==> config.mk <==
export PLATFORM = sky130hd
export DESIGN_NAME = pipe_hazard_scoreboard_flat
export DESIGN_NICKNAME = d
export VERILOG_FILES = /design/src/rtl/pipe_hazard_scoreboard_if.sv /design/src/rtl/pipe_hazard_scoreboard.sv /design/src/flat_wrapper.sv
export SDC_FILE = /design/constraint.sdc
export NUM_CORES = 1
export LEC_CHECK = 0
export CORE_MARGIN = 2
export CORE_UTILIZATION = 40
export CTS_CLUSTER_DIAMETER = 150
export DETAILED_ROUTE_END_ITERATION = 10
export GPL_TIMING_DRIVEN = 0
export PLACE_DENSITY = 0.9
export RECOVER_POWER = 25
export SLEW_MARGIN = 20
export SYNTH_ARGS = -nofsm -noshare
export SYNTH_HDL_FRONTEND = slang
export SYNTH_SLANG_ARGS = --single-unit
==> constraint.sdc <==
create_clock -name clk -period 2.6 [get_ports clk]
set_input_delay 0.52 -clock clk [delete_from_list [all_inputs] [get_ports clk]]
set_output_delay 0.52 -clock clk [all_outputs]
set_load 0.01 [all_outputs]
### Signal wires by layer

Scale: 2 px per micron.
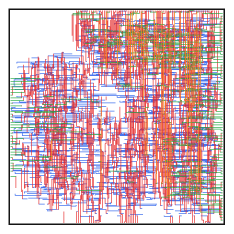
Key: red = metal 2 [wire length 10,200 microns]; blue = metal 1 [wire length 7,560 microns]; orange = metal 4 [wire length 1,360 microns]; green = metal 3 [wire length 2,050 microns]
vias: 5,641
Tot GR Track Use: 33.38%

### Congestion heat map

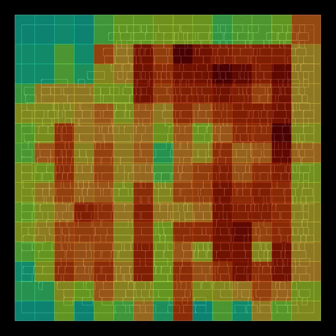
GRT met2 Usage: 57.05%
final core utilization: 76.71%
gr busiest metal: met2
grt met3 use: 8.571%
met1 GRT Util: 39.13%

### Clock wires, drivers and flops

Scale: 4 px per micron.
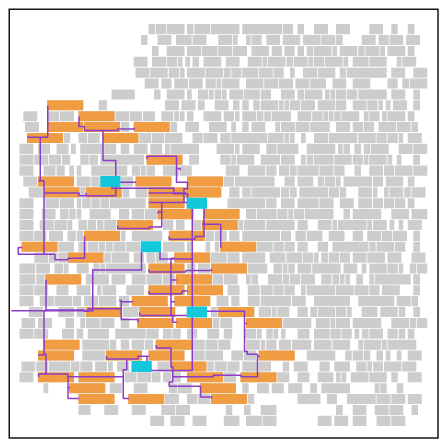
Key: cyan = clock drivers [count 5]; purple = clock wires [length 636 microns]; orange = flip-flops [count 56]
There are 6 routed clock nets.
skew final: 0.01289 ns
Clock power frac: 31.7%
Clock group: 0.000598 W
Clk Latency, worst-skew pair: 0.33 ns

==> CHANGELOG.md <==
### Physical design

- First-pass iteration count of the detailed router: 8
- Main logic family: AND-OR/OR-AND gates
- Synthesized cell area: ~4200 sq um
- Yosys Instances: roughly 490
- Hold path depth: 0
- Number of inserted diodes: 0
- Clock Sinks: 56
- Final hold vios: 0
- CP dominant cell by count: buf_12
- Yosys top cell by area: dfrtp_1
- Metal-1 WL: approximately 7600 microns
- Initial Utilization: between 40 and 50%
- Crit path max fanout: 7
- Fmax: 0.3174 GHz
- Dominant logic cell type in the layout: clkdlybuf4s50_1
- IO Pins: 220
- Most used DFF post-synth: dfrtp_1
- Seq power: 0.000905 W
- Post-route clock period utilization: 121.2%
- EDFF count, synth: 0
- Routed wire length: 21,140 microns
- Initial antenna violation count: 0
- Largest net degree at the start of global routing: 32
- Seq area share: between 10% and 20%
- Non-CTS buffers: slightly above 300
- Seq Cell Count: 56
- Top power group: sequential cells
- Class of the tightest hold or removal check: reg -> reg
- Internal: about 0.0014 W
- Pwr/cell area: ~240 nW/um^2
- Final instance area: approximately 7900 sq um
- Post-CTS Hold Fix Bufs: 0
- Final Max Slew Viols: 0
- Worst path cell trace: xor2_1 > nor4_1 > nand3_1 > nand2_1 > o211ai_1 > buf_4 > nand2b_4 > buf_12 > buf_12 > a211oi_2 > buf_2
- GRT overflow: 0
- Xor/xnor share: between 10% and 20%
- Most frequent cells in the layout: clkdlybuf4s50_1 (140), nor2_1 (78), buf_2 (73), a22oi_1 (60), dfrtp_1 (56)
- Crit path DRT: 2.08 ns
- Rows: 37
- Hold Worst Slack: between 0.4 and 0.5 ns
- Max Cap Viol: 0
- Met3 WL post-DR: a little over 2000 microns
- Aoi share: about 26%
- Flop pwr share: approximately 48%
- DRT antenna net count: 0
- Number of fillers in the final layout: roughly 670
- CP endpoint kind: primary output
- Cell variety after synth: roughly 44
- Asr flop ratio synth: 100.0%
- DP Worst Slack: -1.504 ns
- Avg Vias per Cell: around 6.3
- Syn_nets: roughly 600
- Crit path max-delay family: simple AND/OR/NAND/NOR gates
- WP depth: 11
- Outcome: finished, violations left
- Worst Setup Start Kind: flop
- #MultiIn Comb: approximately 390
- Max-area cell class: multi-input combinational cells
- Yosys simple share: a little under a quarter
- Worst-Margin Slew: ~1.3 ns
- Comb pwr share: ~20%
- Largest register FFs: 32
- Final worst slack: -0.5505 ns
- Layout clock buffers: 5
- Buffering overhead: 37.01%
- # setup viols final: between 90 and 100
- TritonCTS Buffers: 5
- Ys flops: 56
- Root Driver: clkbuf_8
- RSZ-0062 raised after global routing: true
- Switching pwr: between 0.0004 and 0.0005 W
- Critical path class: reg -> out
- Register share after synthesis: ~33%
- Maximum VDD drop: 254.4 uV
- Comb pwr: 0.000385 W
- Max clock buf depth: 2
- Fraction of layout cells with a size suffix above 1: 37.12%
- GP Congestion: 0.9426
- WL/cell: approximately 23 microns
- Non-clk invs: 5
- Clock network share of area: approximately 1.5%
- Combinational share of cell area: 41.26%
- Failing checks: setup timing
- Net count, final: about 900
- Post_cts resized: 458
- Yosys Chip Area: between 4000 and 5000 sq um
- CP peak stage delay: ~0.43 ns
- Syn Area/Cell: 8.626 sq um
- Number of buffers added on ports: approximately 220
Power and IR drop assume default switching activity.
